File: src/rtl/mrmola_blink_pkg.sv
// rtl/mrmola_blink_pkg.sv - shared constants and types for the blinker tile
package mrmola_blink_pkg;
  localparam int COUNT_WIDTH   = 16;
  localparam int TAP_SEL_WIDTH = 4;
  localparam int HOLD_BIT      = 7;
  localparam int BLINK_OUT_BIT = 0;

  typedef logic [COUNT_WIDTH-1:0]   count_t;
  typedef logic [TAP_SEL_WIDTH-1:0] tap_sel_t;
endpackage

File: src/rtl/mrmola_counter.sv
// rtl/mrmola_counter.sv - free-running counter with enable and synchronous reset
module mrmola_counter
  import mrmola_blink_pkg::*;
(
  input  logic   clk,
  input  logic   rst,
  input  logic   en,
  output count_t count
);

  count_t count_q;
  count_t count_d;

  // Wraps modulo 2^COUNT_WIDTH with no flag
  always_comb begin
    count_d = count_q;
    if (en) begin
      count_d = count_q + count_t'(1);
    end
  end

  always_ff @(posedge clk) begin
    if (rst) begin
      count_q <= '0;
    end else begin
      count_q <= count_d;
    end
  end

  assign count = count_q;

endmodule

File: src/rtl/mrmola_blink_top.sv
// rtl/mrmola_blink_top.sv - tile top: counter plus blinker on a selectable counter bit
module mrmola_blink_top
  import mrmola_blink_pkg::*;
(
  input  logic       clk,
  input  logic       rst,
  input  logic       ena,
  input  logic [7:0] ui_in,
  output logic [7:0] uo_out,
  input  logic [7:0] uio_in,
  output logic [7:0] uio_out,
  output logic [7:0] uio_oe
);

  count_t   count;
  tap_sel_t tap_sel;
  logic     count_en;
  logic     blink_q;
  logic     blink_d;
  logic     unused_inputs;

  assign tap_sel  = ui_in[TAP_SEL_WIDTH-1:0];
  assign count_en = ena & ~ui_in[HOLD_BIT];

  mrmola_counter u_counter (
    .clk   (clk),
    .rst   (rst),
    .en    (count_en),
    .count (count)
  );

  // Samples the pre-update counter, so blink lags the tapped bit by one cycle
  always_comb begin
    blink_d = count[tap_sel];
  end

  always_ff @(posedge clk) begin
    if (rst) begin
      blink_q <= 1'b0;
    end else begin
      blink_q <= blink_d;
    end
  end

  always_comb begin
    uo_out                = {count[COUNT_WIDTH-1:9], 1'b0};
    uo_out[BLINK_OUT_BIT] = blink_q;
    uio_out               = count[7:0];
    uio_oe                = 8'hFF;
  end

  assign unused_inputs = &{1'b0, uio_in, ui_in[6:4], count[8]};

endmodule

File: config.mk
export PLATFORM = sky130hd
export DESIGN_NAME = mrmola_blink_top
export DESIGN_NICKNAME = d
export VERILOG_FILES = /design/src/rtl/mrmola_blink_pkg.sv /design/src/rtl/mrmola_counter.sv /design/src/rtl/mrmola_blink_top.sv
export SDC_FILE = /design/constraint.sdc
export NUM_CORES = 1
export LEC_CHECK = 0
export CORE_AREA = 3 3 41 71
export DETAILED_ROUTE_END_ITERATION = 10
export DIE_AREA = 0 0 44 74
export GPL_TIMING_DRIVEN = 0
export MAX_ROUTING_LAYER = met4
export PLACE_DENSITY = 0.79
export SKIP_LAST_GASP = 1
export SLEW_MARGIN = 5
export SYNTH_ARGS = -nofsm -noshare
export SYNTH_HDL_FRONTEND = slang
export SYNTH_SLANG_ARGS = --single-unit
File: constraint.sdc
create_clock -name clk -period 2.9 [get_ports clk]
set_clock_uncertainty 0.1 [all_clocks]
set_input_delay 0.29 -clock clk [delete_from_list [all_inputs] [get_ports clk]]
set_output_delay 0.29 -clock clk [all_outputs]
set_load 0.01 [all_outputs]
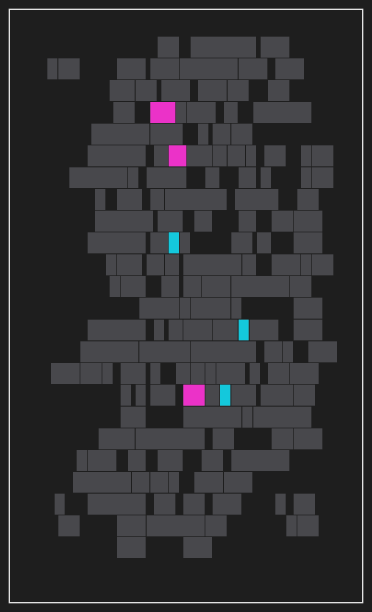
(run_1/gate_families.png)
Drawn at 8 px/um.
legend:
  cyan:
    family: inverters
    cells: 3
  magenta:
    family: AND and OR gates
    cells: 3
Final Non-Filler Cells: 182
multi-input logic portion of the cell area: 0.414

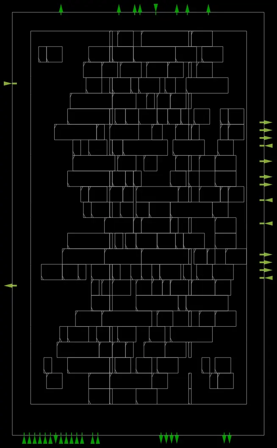
(run_1/final_placement.png)
number of placement rows: 24
core footprint: 2460 um2

==> run_results.csv, run 1 <==
group,metric,value,unit
timing,setup_total_negative_slack,0,ps
critical_path,crit_arrival,1990,ps
logic_synthesis,synth_top_area_share,0.304,
logic_synthesis,yosys.area_share.xor_xnor,0.0860,
route,drt_iter0_drc,26,
route,wirelength_met1,863,um
final_layout,seqAreaFraction,0.236,
logic_synthesis,most_common_cell,"sky130_fd_sc_hd__buf_4",
logic_synthesis,synthFlopType,"sky130_fd_sc_hd__dfxtp_1",
timing,setup_viol,0,
worst_hold_path,hp-start,"u_counter.count[5]",
critical_path,max_stage_delay,500,ps
critical_path,critical_path_buf_inv_count,0,
critical_path,worst_r2r_startpoint,"u_counter.count[0]",
logic_synthesis,asyncSetResetFlopFracSynth,0,
timing,final_slew_violations,0,
timing,final.min_clock_period,1940,ps
place,routabilityCongestion,0.788,
logic_synthesis,post_synth_inst_count,123,
cts,maximum_level_of_the_cts_h_tree,1,
status,outcome,"finished clean",
global_route,grt_pass1_vias,850,
logic_synthesis,number_of_enable_flip_flop_cells,0,
cts,clock_path_buffers,2,
die,tap_cells,26,
worst_hold_path,hold-path-endpoint,"u_counter.count[5]",
flow_run,warning_count,37,
logic_synthesis,synth_cell_types,36,
cts,postCtsSetupRepairBufs,0,
pwr,pwr_density_cell,330,nW/um2
route,drc,0,
cts,clk_pin_slew,70,ps
critical_path,critical-path-slowest-cell,"sky130_fd_sc_hd__dfxtp_1",
logic_synthesis,yosys-dominant-comb-family,"simple AND/OR/NAND/NOR gates",
final_layout,n_all_buffers,49,
final_layout,clock_buffers,4,
timing,number_of_hold_violations_in_the_final_report,0,
final_layout,diodes,0,
logic_synthesis,ys.warnings.count,0,
pwr,p_clk_frac,0.374,
cts,cts_root_buffer,"sky130_fd_sc_hd__clkbuf_8",
final_layout,final.signal_inverter_count,3,
logic_synthesis,multiplexer_area_fraction_after_synthesis,0.109,
timing,final_min_period_over_clock_period,0.669,
place,port_buffers,22,
final_layout,drive_gt1_frac,0.256,
route,top_layer_used,"met4",
cts,postCtsHoldBufs,0,
route,post_detailed_route_wirelength_per_cell,12.8,um
global_route,globalRouteTotalUtil,0.154,
cts,cts_repair_resize_count,0,
logic_synthesis,yosys-stat-area,1120,um2
pwr,irDropWorstVdd,319,uV
final_layout,mostFrequentLayoutCell,"sky130_fd_sc_hd__buf_4",
logic_synthesis,synthAoiAreaFrac,0.0469,
die,die_height,74,um
critical_path,end_kind,"flop",
logic_synthesis,synth.cells.most_frequent,"25 x sky130_fd_sc_hd__buf_4, 17 x sky130_fd_sc_hd__dfxtp_1, 16 x sky130_fd_sc_hd__nor2_1",
timing,max_freq,516,MHz
route,wl_met2,1.29,mm
pwr,p_comb_frac,0.122,
route,met3WireLength,132,um
flow_run,maxCapViolCount,0,
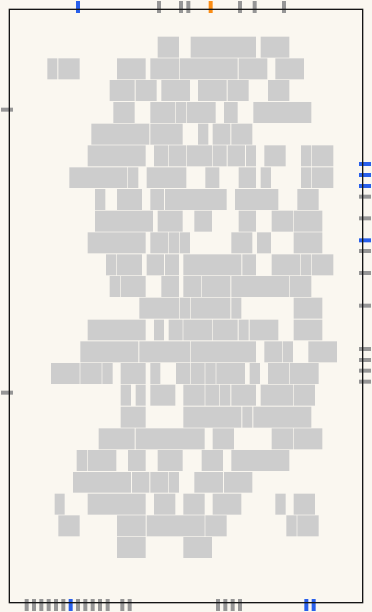
(run_1/pins.png)
Drawn at 8 px/um. Pins as bars across the die edge, other pins in gray.
legend:
  orange:
    port: rst
    pins: 1
    direction: input
    edge: north
  blue:
    port: uio_oe
    pins: 8
    direction: output
    edge: 4 east, 3 south, 1 north

## run 1: stage by stage
stage	power (mW)	std cells	setup slack (ps)	util	instance area, um2
3_5_place_dp	0.304	178	825	0.568	1400
5_1_grt	0.490	182	788	0.586	1440
4_1_cts	0.478	182	955	0.586	1440
6_report	0.477	182	961	0.586	1440
2_1_floorplan	0.282	130	1220	-	1150
3_3_place_gp	0.302	178	825	0.568	1400
## run 1: tightest hold or removal path, delay by kind of cell (launching register included)
family	cells	cell delay (ps)
AND-OR/OR-AND	2	150
flip-flops	1	360
## run 1: metal layers
metal  global-route usage  vias up
li1                     -      453
met1                0.161      407
met2                0.273       25
met3               0.0339        4
met4               0.0604        0
met5                    -        -
--- run 2 (diff from run 1) ---
--- a/config.mk
+++ b/config.mk
@@ -5,12 +5,12 @@
 export SDC_FILE = /design/constraint.sdc
 export NUM_CORES = 1
 export LEC_CHECK = 0
-export CORE_AREA = 3 3 41 71
+export CORE_AREA = 3 3 43 74
 export DETAILED_ROUTE_END_ITERATION = 10
-export DIE_AREA = 0 0 44 74
+export DIE_AREA = 0 0 46 77
 export GPL_TIMING_DRIVEN = 0
 export MAX_ROUTING_LAYER = met4
-export PLACE_DENSITY = 0.79
+export PLACE_DENSITY = 0.73
 export SKIP_LAST_GASP = 1
 export SLEW_MARGIN = 5
 export SYNTH_ARGS = -nofsm -noshare
==> constraint.sdc (replaced) <==
create_clock -name clk -period 1.9 [get_ports clk]
set_clock_uncertainty 0.1 [all_clocks]
set_input_delay 0.19 -clock clk [delete_from_list [all_inputs] [get_ports clk]]
set_output_delay 0.19 -clock clk [all_outputs]
set_load 0.01 [all_outputs]
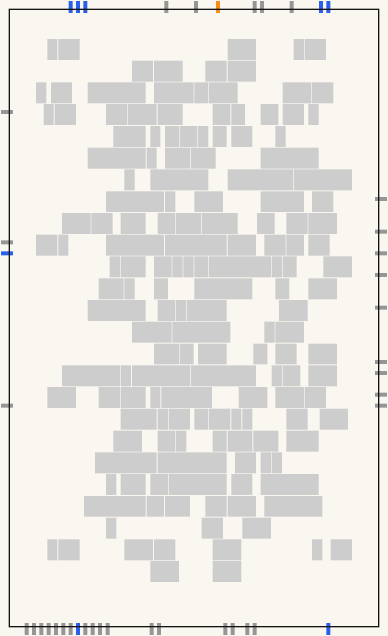
(run_2/pins.png)
Drawn at 8 px/um. Pins as bars across the die edge, other pins in gray.
legend:
  blue:
    port: uio_oe
    pins: 8
    direction: output
    edge: 5 north, 2 south, 1 west
  orange:
    port: rst
    pins: 1
    direction: input
    edge: north
die span in y: 77 um
Die Wd: 46 um
buffers added on ports: 22

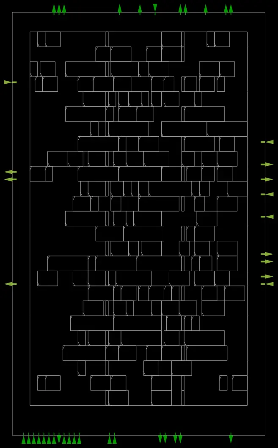
(run_2/final_placement.png)
tapcells inserted: 27
Fillers: 251
flip-flops: 17
number of placement rows: 25
register fraction of the total cell area: 0.232

==> run_results.csv, run 2 <==
group,metric,value,unit
cts,clock_latency,260,ps
final_layout,final.signal_inverter_count,3,
final_layout,stdcell_area,1480,um2
final_layout,comb-cell-share,0.419,
pwr,sequentialPower,0.368,mW
worst_hold_path,hp-start,"ui_in[0]",
logic_synthesis,synthFlopType,"sky130_fd_sc_hd__dfxtp_1",
logic_synthesis,yosys-stat-area,1120,um2
critical_path,crit_arrival,1810,ps
global_route,globalRouteMet2Util,0.231,
worst_hold_path,hold-path-endpoint,"blink_q",
timing,final_critical_path_setup_slack,142,ps
cts,cts_repair_resize_count,2,
route,detailroute.via_count,909,
final_layout,stdcell_count,184,
timing,final.min_clock_period,1760,ps
status,outcome,"finished clean",
cts,postCtsHoldBufs,0,
logic_synthesis,post_synth_inst_count,123,
die,placeableCoreArea,2690,um2
worst_hold_path,hold_path_depth,5,
logic_synthesis,asyncSetResetFlopFracSynth,0,
route,met3WireLength,111,um
pwr,irDropWorstVdd,347,uV
timing,max_freq,569,MHz
global_route,met3_grt_util,0.0305,
route,drt_iter0_drc,23,
timing,final_min_period_over_clock_period,0.925,
final_layout,final_core_utilization,0.549,
logic_synthesis,synth_top_area_share,0.304,
final_layout,drive_gt1_frac,0.287,
cts,clock_path_buffers,2,
timing,final_slew_violations,0,
logic_synthesis,synth.yosys.num_cells,123,
logic_synthesis,most_common_cell,"sky130_fd_sc_hd__buf_4",
cts,cts_root_buffer,"sky130_fd_sc_hd__clkbuf_8",
final_layout,final_layout_top_logic_cells,"26 x sky130_fd_sc_hd__buf_4, 22 x sky130_fd_sc_hd__clkdlybuf4s50_1, 16 x sky130_fd_sc_hd__nor2_1",
route,wl_met2,1.25,mm
logic_synthesis,number_of_enable_flip_flop_cells,0,
pwr,fin_total_pwr,0.733,mW
global_route,globalRoute.busiestLayer,"met2",
route,post_detailed_route_wirelength_per_cell,12.7,um
pwr,pwr_density_cell,496,nW/um2
pwr,static-leakage-power,0.630,nW
global_route,globalRouteTotalUtil,0.148,
timing,setup_total_negative_slack,0,ps
critical_path,critical-path-slowest-cell,"sky130_fd_sc_hd__dfxtp_2",
critical_path,critical_path_buf_inv_count,0,
final_layout,mostFrequentLayoutCell,"sky130_fd_sc_hd__buf_4",
logic_synthesis,ys.warnings.count,0,
final_layout,n_all_buffers,50,
flow_run,warning_count,37,
place,dp_cells,179,
cts,clk_pin_slew,70,ps
global_route,globalRouteOverflowTotal,0,
cts,postCtsSetupRepairBufs,1,
place,dp_worst_setup_slack,-171,ps
critical_path,end_kind,"flop",
timing,number_of_hold_violations_in_the_final_report,0,
final_layout,clock_buffers,4,
critical_path,worstSetupPathDepth,5,
global_route,grt_use_met1,0.169,
timing,setup_viol,0,
final_layout,diodes,0,
logic_synthesis,synth_cell_types,36,
place,dpl_cell_area,1400,um2
place,routabilityCongestion,0.752,
final_layout,area_growth,31.8,%
logic_synthesis,synth.cells.most_frequent,"25 x sky130_fd_sc_hd__buf_4, 17 x sky130_fd_sc_hd__dfxtp_1, 16 x sky130_fd_sc_hd__nor2_1",
route,top_layer_used,"met4",
critical_path,max_stage_delay,410,ps
pwr,p_comb_frac,0.121,
pwr,p_clk_frac,0.378,
global_route,grt_pass1_vias,871,
route,drc,0,
flow_run,maxCapViolCount,0,
cts,maximum_level_of_the_cts_h_tree,1,
route,wirelength_met1,916,um
critical_path,worst_r2r_startpoint,"u_counter.count[0]",
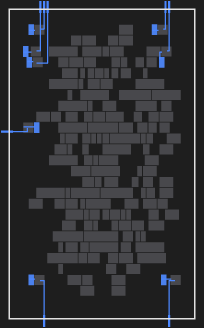
(run_2/port_nets.png)
Drawn at 4 px/um.
legend:
  blue:
    port: uio_oe
    direction: output
    edge: 5 north, 2 south, 1 west
    end_cells: 8
    buffers: 8
    wire: 87.1 um
num ports: 43

run 2: cell types whose count changed in the layout (fill, tap and decap cells not counted):
cell                      before  now
sky130_fd_sc_hd__nor4_2        0    1
sky130_fd_sc_hd__nor4_1        4    2
sky130_fd_sc_hd__dfxtp_2       0    2
sky130_fd_sc_hd__nor4_4        1    2
sky130_fd_sc_hd__buf_4        25   26
sky130_fd_sc_hd__dfxtp_1      17   15
run 2: cells by family (layout without fill, tap and decap cells):
logic type,after synthesis,after routing,share of synthesized area
AND/OR/NAND/NOR,46,46,0.254
other,1,8,0.00335
flip-flops,17,17,0.304
adder cells (fa/ha/maj),1,1,0.0112
AND-OR/OR-AND,8,8,0.0469
XOR/XNOR,11,11,0.0860
multiplexers,9,9,0.109
buffers and inverters,30,57,0.185
--- run 3 (diff from run 2) ---
--- a/config.mk
+++ b/config.mk
@@ -5,6 +5,7 @@
 export SDC_FILE = /design/constraint.sdc
 export NUM_CORES = 1
 export LEC_CHECK = 0
+export CAP_MARGIN = 20
 export CORE_AREA = 3 3 43 74
 export DETAILED_ROUTE_END_ITERATION = 10
 export DIE_AREA = 0 0 46 77
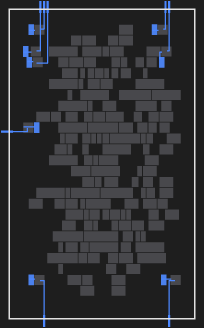
(run_3/port_nets.png)
Drawn at 4 px/um.
legend:
  blue:
    port: uio_oe
    direction: output
    edge: 5 north, 2 south, 1 west
    end_cells: 8
    buffers: 8
    wire: 87.1 um

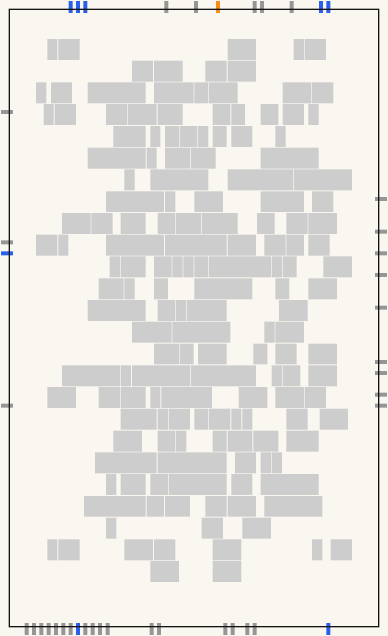
(run_3/pins.png)
Drawn at 8 px/um. Pins as bars across the die edge, other pins in gray.
legend:
  blue:
    port: uio_oe
    pins: 8
    direction: output
    edge: 5 north, 2 south, 1 west
  orange:
    port: rst
    pins: 1
    direction: input
    edge: north
all pins by edge: 19 south, 11 north, 9 east, 4 west

==> run_results.csv, run 3 <==
group,metric,value,unit
status,outcome,"finished clean",
cts,cts_tree,"done",
logic_synthesis,number_of_enable_flip_flop_cells,0,
global_route,globalRouteTotalUtil,0.148,
global_route,globalRouteOverflowTotal,0,
route,wirelength_met1,916,um
critical_path,max_stage_delay,410,ps
final_layout,final_layout_top_logic_cells,"26 x sky130_fd_sc_hd__buf_4, 22 x sky130_fd_sc_hd__clkdlybuf4s50_1, 16 x sky130_fd_sc_hd__nor2_1",
place,dp.final_hpwl,1.78,mm
route,drc,0,
logic_synthesis,postSynthSeqShare,0.304,
pwr,irDropWorstVdd,347,uV
final_layout,n_fill_cell,251,
critical_path,critical-path-slowest-cell,"sky130_fd_sc_hd__dfxtp_2",
pwr,p_clk_frac,0.378,
final_layout,number_of_flip_flops_under_the_largest_register_name,16,
worst_hold_path,hold_path_depth,5,
flow_run,maxCapViolCount,0,
critical_path,worst_path_maximum_fanout,6,
timing,number_of_hold_violations_in_the_final_report,0,
cts,clk_pin_slew,70,ps
logic_synthesis,yosys-stat-area,1120,um2
critical_path,worstSetupStartpoint,"u_counter.count[0]",
route,wl,2.34,mm
die,die_area,3540,um2
flow_run,warning_count,37,
pwr,static-leakage-power,0.630,nW
logic_synthesis,synthFlopType,"sky130_fd_sc_hd__dfxtp_1",
global_route,grt_pass1_vias,871,
die,placeableCoreArea,2690,um2
critical_path,end_kind,"flop",
place,dp_cells,179,
critical_path,cell_family_with_most_cp_delay,"simple AND/OR/NAND/NOR gates",
pwr,p_comb_frac,0.121,
cts,cts_root_buffer,"sky130_fd_sc_hd__clkbuf_8",
timing,max_freq,569,MHz
route,detail_route.first_pass.iterations,4,
critical_path,worst_r2r_path_depth,5,
timing,final_slew_violations,0,
final_layout,final.signal_inverter_count,3,
place,routabilityCongestion,0.752,
timing,final.min_clock_period,1760,ps
final_layout,numSequentialCells,17,
critical_path,timing.critical_path.from_type,"flop",
global_route,met3_grt_util,0.0305,
logic_synthesis,asyncSetResetFlopFracSynth,0,
logic_synthesis,synth_top_area_share,0.304,
final_layout,dominant_cells,"multi-input combinational cells",
global_route,globalRoute.busiestLayer,"met2",
cts,clock_buffer_count_from_cts,3,
route,wl_met2,1.25,mm
cts,maximum_level_of_the_cts_h_tree,1,
pwr,sequentialPower,0.368,mW
final_layout,drive_gt1_frac,0.287,
critical_path,crit_arrival,1810,ps
final_layout,comb-cell-share,0.419,
final_layout,final_core_utilization,0.549,
final_layout,n_all_buffers,50,
pwr,internal-power,0.560,mW
pwr,pwr_density_cell,496,nW/um2
die,tap_cells,27,
logic_synthesis,ys.warnings.count,0,
worst_hold_path,hp-start,"ui_in[0]",
logic_synthesis,synth_cell_types,36,
global_route,globalRouteMet2Util,0.231,
final_layout,nets,178,
cts,clock_path_buffers,2,
die,die.size.x,46,um
route,post_detailed_route_wirelength_per_cell,12.7,um
die,number_of_placement_rows,25,
route,top_layer_used,"met4",
final_layout,seqAreaFraction,0.232,
logic_synthesis,most_common_cell,"sky130_fd_sc_hd__buf_4",
global_route,largest_net_degree_at_the_start_of_global_routing,11,
timing,grt_setup_unrepaired,"no",
place,port_buffers,22,
final_layout,clock_buffers,4,
die,floorplan.io_pins,43,
final_layout,stdcell_count,184,
die,die_height,77,um
timing,setup_viol,0,
logic_synthesis,mappedNetlistArea,1120,um2
critical_path,worst_r2r_startpoint,"u_counter.count[0]",
worst_hold_path,worst_min_delay_path_category,"input port to flop",
pwr,power.group.top,"sequential cells",
cts,postCtsHoldBufs,0,
global_route,grt_use_met1,0.169,
critical_path,worstSetupPathDepth,5,
final_layout,mostFrequentLayoutCell,"sky130_fd_sc_hd__buf_4",
pwr,fin_total_pwr,0.733,mW
final_layout,diodes,0,
route,detailroute.via_count,909,
global_route,grt_pass1_wl,3.88,mm
route,met3WireLength,111,um
critical_path,r2r_setup_slack,140,ps
final_layout,area_growth,31.8,%
logic_synthesis,post_synth_inst_count,123,
timing,setup_total_negative_slack,0,ps
logic_synthesis,synthDominantAreaCellType,"sky130_fd_sc_hd__dfxtp_1",
critical_path,crit_end,"u_counter.count[14]",
worst_hold_path,hold-path-endpoint,"blink_q",
critical_path,worst-endpoint-required,1950,ps
final_layout,final-seq-area,343,um2
timing,timing.hold.ws,433,ps
logic_synthesis,synth.yosys.num_cells,123,
logic_synthesis,synth.cells.most_frequent,"25 x sky130_fd_sc_hd__buf_4, 17 x sky130_fd_sc_hd__dfxtp_1, 16 x sky130_fd_sc_hd__nor2_1",
timing,final_min_period_over_clock_period,0.925,
route,drt_iter0_drc,23,
cts,clock_latency,260,ps
critical_path,critical_path_buf_inv_count,0,
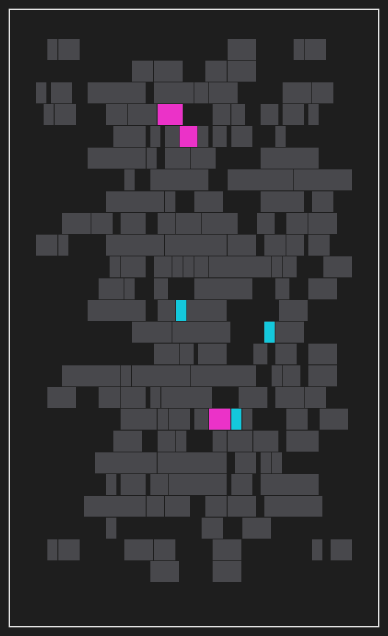
(run_3/gate_families.png)
Drawn at 8 px/um.
legend:
  cyan:
    family: inverters
    cells: 3
  magenta:
    family: AND and OR gates
    cells: 3

## run 3: cell counts in the layout (fill, tap and decap cells not counted)
No cell type changed its count.
## run 3: cell families after synthesis
logic type	share of synthesized area
AOI/OAI and AO/OA	0.0469
xor gates and xnor gates	0.0860
adders and majority gates	0.0112
buffers and inverters	0.185
DFF	0.304
muxes	0.109
other	0.00335
and+or+nand+nor	0.254
## run 3: metrics by stage
step	area (um2)	setup WS, ps
finish	1480	142
global route	1480	65.3
CTS	1470	58.3
detailed placement	1400	-171
global placement	1400	-84.4
floorplan	1150	224
## run 3: what timing repair did
| item | in CTS | in global routing |
|---|---|---|
| resized | 2 | 3 |
| endpoints found under the setup margin | 1 | 2 |
| setup buffers | 1 | 0 |
Power and IR drop assume default switching activity.
